**Run 1: clock wiring as the flow saved it**

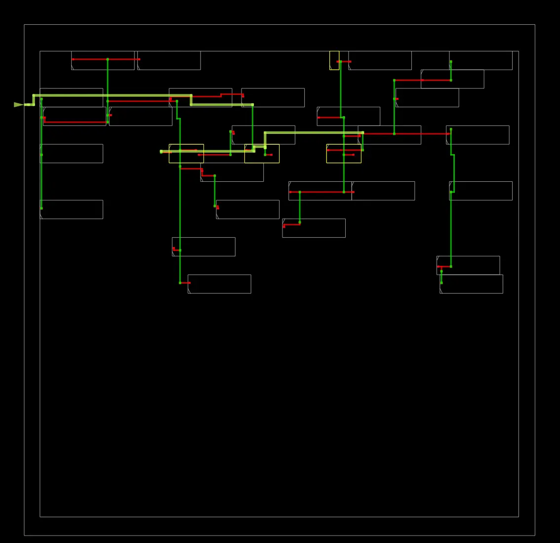
**Run 1: local utilization**

Scale: 4 px per um. The die is cut into 7 by 7 equal tiles; black is low, pale yellow is high, 0 to 100% covered.
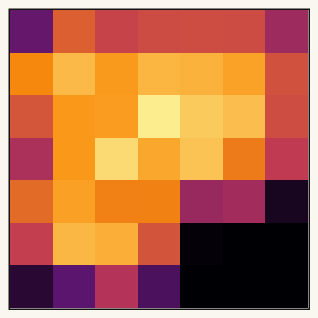
**Run 1: wiring by layer**

Scale: 4 px per um.
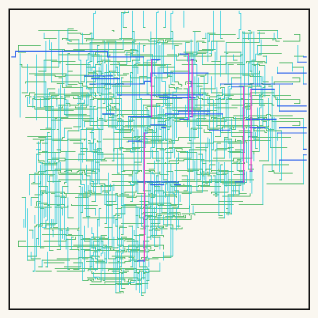
===== config.mk =====
export PLATFORM = sky130hd
export DESIGN_NAME = cbrt_param
export DESIGN_NICKNAME = d
export VERILOG_FILES = /design/src/rtl/cbrt_param.sv
export SDC_FILE = /design/constraint.sdc
export NUM_CORES = 1
export LEC_CHECK = 0
export ABC_AREA = 0
export CORE_MARGIN = 2
export CORE_UTILIZATION = 57
export DETAILED_ROUTE_END_ITERATION = 10
export PLACE_DENSITY = 0.87
export SYNTH_ARGS = -nofsm -noshare
export SYNTH_HDL_FRONTEND = slang
export SYNTH_SLANG_ARGS = --single-unit

===== constraint.sdc =====
create_clock -name clk -period 6.58 [get_ports clk]
set_clock_uncertainty 0.1 [all_clocks]
set_input_delay 0.658 -clock clk [delete_from_list [all_inputs] [get_ports clk]]
set_output_delay 0.658 -clock clk [all_outputs]
set_load 0.1 [all_outputs]

===== src/rtl/cbrt_param.sv =====
// Parametrised integer cube root: floor(cbrt(x)) plus remainder x - result^3,
// one restoring digit per SHIFT/TEST pair, fixed latency of 2*ITER cycles.
module cbrt_param #(
    parameter int  WIDTH = 8,
    localparam int OUT_W = (WIDTH + 2) / 3
) (
    input  logic             clk,
    input  logic             rst,
    input  logic             start,
    input  logic [WIDTH-1:0] x_i,
    output logic             busy,
    output logic             done,
    output logic [OUT_W-1:0] result,
    output logic [WIDTH-1:0] rem_o
);
    localparam int ITER = OUT_W;
    localparam int BW   = 3 * OUT_W + 2;
    localparam int IW   = (ITER > 1) ? $clog2(ITER) : 1;

    typedef enum logic [1:0] {IDLE, SHIFT, TEST} state_t;

    state_t           state, state_nxt;
    logic [WIDTH-1:0] xr;
    logic [OUT_W-1:0] y;
    logic [IW-1:0]    i;

    logic [BW-1:0]    yw, base, b;
    logic [IW+1:0]    sh;
    logic             ge;
    logic [WIDTH-1:0] xr_sub;
    logic [OUT_W-1:0] y_inc;

    assign busy = (state != IDLE);

    always_ff @(posedge clk or negedge rst) begin
        if (!rst) state <= IDLE;
        else      state <= state_nxt;
    end

    always_comb begin
        state_nxt = state;
        case (state)
            IDLE:    if (start) state_nxt = SHIFT;
            SHIFT:   state_nxt = TEST;
            TEST:    state_nxt = (i == '0) ? IDLE : SHIFT;
            default: state_nxt = IDLE;
        endcase
    end

    // Trial subtrahend (3y(y+1)+1) << 3i, held wide enough that no bit is lost.
    always_comb begin
        yw     = BW'(y);
        sh     = {1'b0, i, 1'b0} + {2'b00, i};
        base   = ((yw << 1) + yw) * (yw + BW'(1)) + BW'(1);
        b      = base << sh;
        ge     = BW'(xr) >= b;
        xr_sub = xr - b[WIDTH-1:0];
        y_inc  = y + OUT_W'(1);
    end

    always_ff @(posedge clk or negedge rst) begin
        if (!rst) begin
            xr     <= '0;
            y      <= '0;
            i      <= '0;
            done   <= 1'b0;
            result <= '0;
            rem_o  <= '0;
        end else begin
            done <= 1'b0;
            case (state)
                IDLE: if (start) begin
                    xr <= x_i;
                    y  <= '0;
                    i  <= IW'(ITER - 1);
                end
                SHIFT: y <= y << 1;
                TEST: begin
                    if (ge) begin
                        xr <= xr_sub;
                        y  <= y_inc;
                    end
                    if (i == '0) begin
                        result <= ge ? y_inc : y;
                        rem_o  <= ge ? xr_sub : xr;
                        done   <= 1'b1;
                    end else begin
                        i <= i - IW'(1);
                    end
                end
                default: ;
            endcase
        end
    end
endmodule


==> flow_summary.toml, run 1 <==
# implementation run metrics
[logic_synthesis]
ys_area_mm2 = 0.00284
synth-xor-area-share = 0.0277
portion_of_the_post_synthesis_area_used_by_sequential_elements = 0.238
topCellsByArea = "sky130_fd_sc_hd__dfrtp_1 (24%), sky130_fd_sc_hd__ha_1 (15%), sky130_fd_sc_hd__mux2i_1 (5.6%), sky130_fd_sc_hd__fa_1 (4.2%), sky130_fd_sc_hd__o21ai_0 (4.1%)"
most_common_cell = "sky130_fd_sc_hd__ha_1"
ys_cells = 334
synth.area.mux_share = 0.0854
synth.largest_area_cell = "sky130_fd_sc_hd__dfrtp_1"

[detailed_routing]
drt_drc_violations_left = 0
wl_met2_um = 3130
dr.max_layer_used = "met4"
ant_nets = 0
drt-initial-drc-count = 168
wl_met3_um = 266

[worst_hold_path]
min_to = "rem_o[4]"
hp-start = "rem_o[4]"
hold_depth = 2

[setup_path]
timing_worst_setup_path_type = "reg2reg"
worst_r2r_startpoint = "y[0]"
cpMaxStageDelayCell = "sky130_fd_sc_hd__fa_1"
reg2reg_slack_ns = 0.51
worst-path-max-fanout = 22
crit_arrival_ns = 6.17
crit_path_start_kind = "flop"
worst_setup_path_endpoint = "xr[5]"
worstSetupPathDepth = 23
crit-reg2reg-capture = "xr[5]"
critical_path.startpoint = "y[0]"
buffering_stage_count_on_the_worst_path_with_inverters_included = 3

[die]
ioPinCount = 24

[sta]
fin_worst_hold_slack_ns = 0.386
grt_setup_unrepaired = "no"
setup_viol_count_final = 0
timing_hold_violations_final = 0
max_slew_margin = 0.256
slew_viol_final = 0
tightest_slew_ns = 1.11
fmaxAchievable_ghz = 0.165

[cells_and_area]
nFillCells = 399
largest_class = "combinational gates"
sequential_cell_area_um2 = 676
seqAreaFraction = 0.214
layout.buffer.nonclock.area_share = 0.0850
antenna_cells = 0
design_area_mm2 = 0.00315
combAreaFraction = 0.628
final_cell_count_no_fill = 416
lay_top_count = "sky130_fd_sc_hd__ha_1"
reg_top3 = "rem_o (8), xr (8)"
layout_top_cells = "sky130_fd_sc_hd__ha_1 (33), sky130_fd_sc_hd__nand2_1 (30), sky130_fd_sc_hd__inv_1 (27), sky130_fd_sc_hd__dfrtp_1 (27), sky130_fd_sc_hd__nor2_1 (25)"

[cts]
ctsHoldBuffers = 0
cts_tree = "built"
postCtsSetupRepairBufs = 0
tritoncts.num_buffers = 3

[grt]
grt_start_max_net_pins = 28
gr-usage-met1 = 0.324
grt-ovfl-total = 0
grt_antenna_before_repair = 0
grt_most_used_layer = "met2"

[outcome]
run_status = "complete, no violations"

[flow_run]
maxCapViolations = 0
About 'clock wiring as the flow saved it':
sinks on the clock net: 27
worst-skew pair later-pin latency: 0.27 ns
number of clock-tree buffers in the layout: 4

About 'local utilization':
fullest tile = 96%
mean over tiles = 55%
tiles over 75% full = 35%
nearly empty tiles = 12%
emptiest ninth of the die = south-east

About 'wiring by layer':
metal 4 -> magenta  # wire length 121 um
metal 2 -> cyan  # wire length 3130 um
metal 1 -> green  # wire length 2750 um
metal 3 -> blue  # wire length 266 um
WL per Instance: 15.1 um
total wire length: 6270 um
total via count in the routed design: 2428

==> run 1 -> run 2 <==
--- a/config.mk
+++ b/config.mk
@@ -7,9 +7,9 @@
 export LEC_CHECK = 0
 export ABC_AREA = 0
 export CORE_MARGIN = 2
-export CORE_UTILIZATION = 57
+export CORE_UTILIZATION = 45
 export DETAILED_ROUTE_END_ITERATION = 10
-export PLACE_DENSITY = 0.87
+export PLACE_DENSITY = 0.72
 export SYNTH_ARGS = -nofsm -noshare
 export SYNTH_HDL_FRONTEND = slang
 export SYNTH_SLANG_ARGS = --single-unit
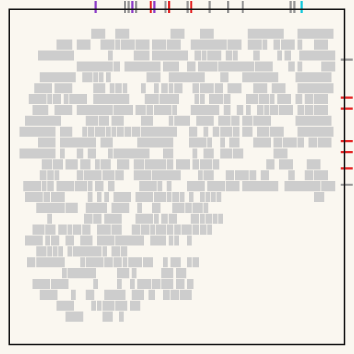
**Above:** run 2 (ports around the boundary).
Scale: 4 px per um. Pins as bars across the die edge, other pins in grey.
`clk` -> cyan  # pins 1, direction input, edge north
`result` -> purple  # pins 3, direction output, edge north
`x_i` -> red  # pins 8, direction input, edge 5 east, 3 north
all pins by edge = 17 north, 7 east
die height: 83.5 um
width of the die: 83.5 um

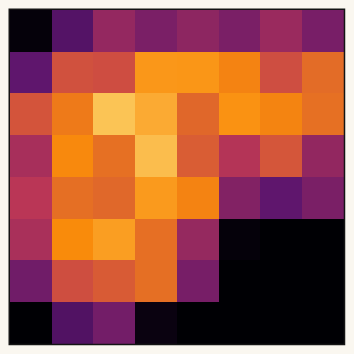
**Above:** run 2 (local utilization).
Scale: 4 px per um. The die is cut into 8 by 8 equal tiles; black is low, pale yellow is high, 0 to 100% covered.
densest ninth of the die = centre
fullest tile = 87%
mean over tiles = 44%
tiles over 75% full = 13%
Final Util: 0.525
floorplan-stage core utilization: 0.472

==> run 2 against run 1 <==
Net effect: sequential share of layout area fell by 0.068 points; worst hold slack improved by 0.0020 ns; sequential cell count did not move; routed wire length fell by 2.6%; maximum frequency rose by 1.9%; design area rose by 0.32%; via count fell by 2.3%; die size rose by 25%; register-to-register slack improved by 0.11 ns; critical endpoint unchanged; synthesized cell count did not move.
==> flow_summary.toml, run 2 <==
# implementation run metrics
[outcome]
run_status = "complete, no violations"

[setup_path]
timing_worst_setup_path_type = "reg2reg"
buffering_stage_count_on_the_worst_path_with_inverters_included = 3
endpoint_kind = "flop"
worstSetupPathDepth = 23
worst-path-max-fanout = 22
cpMaxStageDelayCell = "sky130_fd_sc_hd__fa_1"
crit_arrival_ns = 6.06
critical_path.startpoint = "y[0]"
reg2reg_slack_ns = 0.62
crit-reg2reg-capture = "xr[5]"
cpLargestDelayFamily = "adder cells"
timing.critical_path.cells = "ha_1 > fa_1 > xnor2_1 > nor2_1 > fa_1 > inv_1 > fa_1 > inv_1 > ha_1 > nand3_1 > a311o_1 > a211oi_1 > nor2_1 > a211oi_1 > o221ai_1 > ha_1 > o21a_1 > o31a_1 > nor3_2 > a211oi_4 > buf_4 > mux2_2 > a21oi_1"
crit_path_start_kind = "flop"
worst_r2r_startpoint = "y[0]"

[logic_synthesis]
synth-edff-count = 0
portion_of_the_post_synthesis_area_used_by_sequential_elements = 0.238
topCellsByArea = "sky130_fd_sc_hd__dfrtp_1 (24%), sky130_fd_sc_hd__ha_1 (15%), sky130_fd_sc_hd__mux2i_1 (5.6%), sky130_fd_sc_hd__fa_1 (4.2%), sky130_fd_sc_hd__o21ai_0 (4.1%)"
synth.area.mux_share = 0.0854
syn-instance-count = 334
ys_area_mm2 = 0.00284
most_common_cell = "sky130_fd_sc_hd__ha_1"

[grt]
grt_most_used_layer = "met2"
grt_start_max_net_pins = 28
gr-usage-met1 = 0.261
grt-ovfl-total = 0
grt_antenna_before_repair = 0

[cells_and_area]
layout.buffer.nonclock.area_share = 0.0847
antenna_cells = 0
number_of_clock_tree_buffers_in_the_layout = 4
seqAreaFraction = 0.214
sequential_cell_area_um2 = 676
reg_top3 = "rem_o (8), xr (8)"
combAreaFraction = 0.626
layout_top_cells = "sky130_fd_sc_hd__ha_1 (33), sky130_fd_sc_hd__nand2_1 (30), sky130_fd_sc_hd__inv_1 (27), sky130_fd_sc_hd__dfrtp_1 (27), sky130_fd_sc_hd__nor2_1 (25)"
design_area_mm2 = 0.00316
nFillCells = 565
final_cell_count_no_fill = 424
lay_top_count = "sky130_fd_sc_hd__ha_1"
largest_class = "combinational gates"

[sta]
fin_worst_hold_slack_ns = 0.388
fmaxAchievable_ghz = 0.168
slew_viol_final = 0
grt_setup_unrepaired = "no"
max_slew_margin = 0.219
setup_viol_count_final = 0
tightest_slew_ns = 1.17
timing_hold_violations_final = 0
final_critical_path_setup_slack_ns = 0.617

[detailed_routing]
drt_drc_violations_left = 0
routedWlPerCell_um = 14.4
vias = 2373
wl_met3_um = 193
wl_met2_um = 2820
ant_nets = 0
route.final.wire_length_um = 6100

[flow_run]
maxCapViolations = 0

[cts]
ctsHoldBuffers = 0
numClockSinks = 27
postCtsSetupRepairBufs = 0
cts_tree = "built"
clk_latency_ns = 0.27
tritoncts.num_buffers = 3

[place]
post-place-ws_ns = 0.648
placement.cell_area_mm2 = 0.00312
detailedPlacementHpwl_um = 4700

[worst_hold_path]
hold_depth = 2
hp-start = "rem_o[5]"
min_to = "rem_o[5]"

[die]
ioPinCount = 24
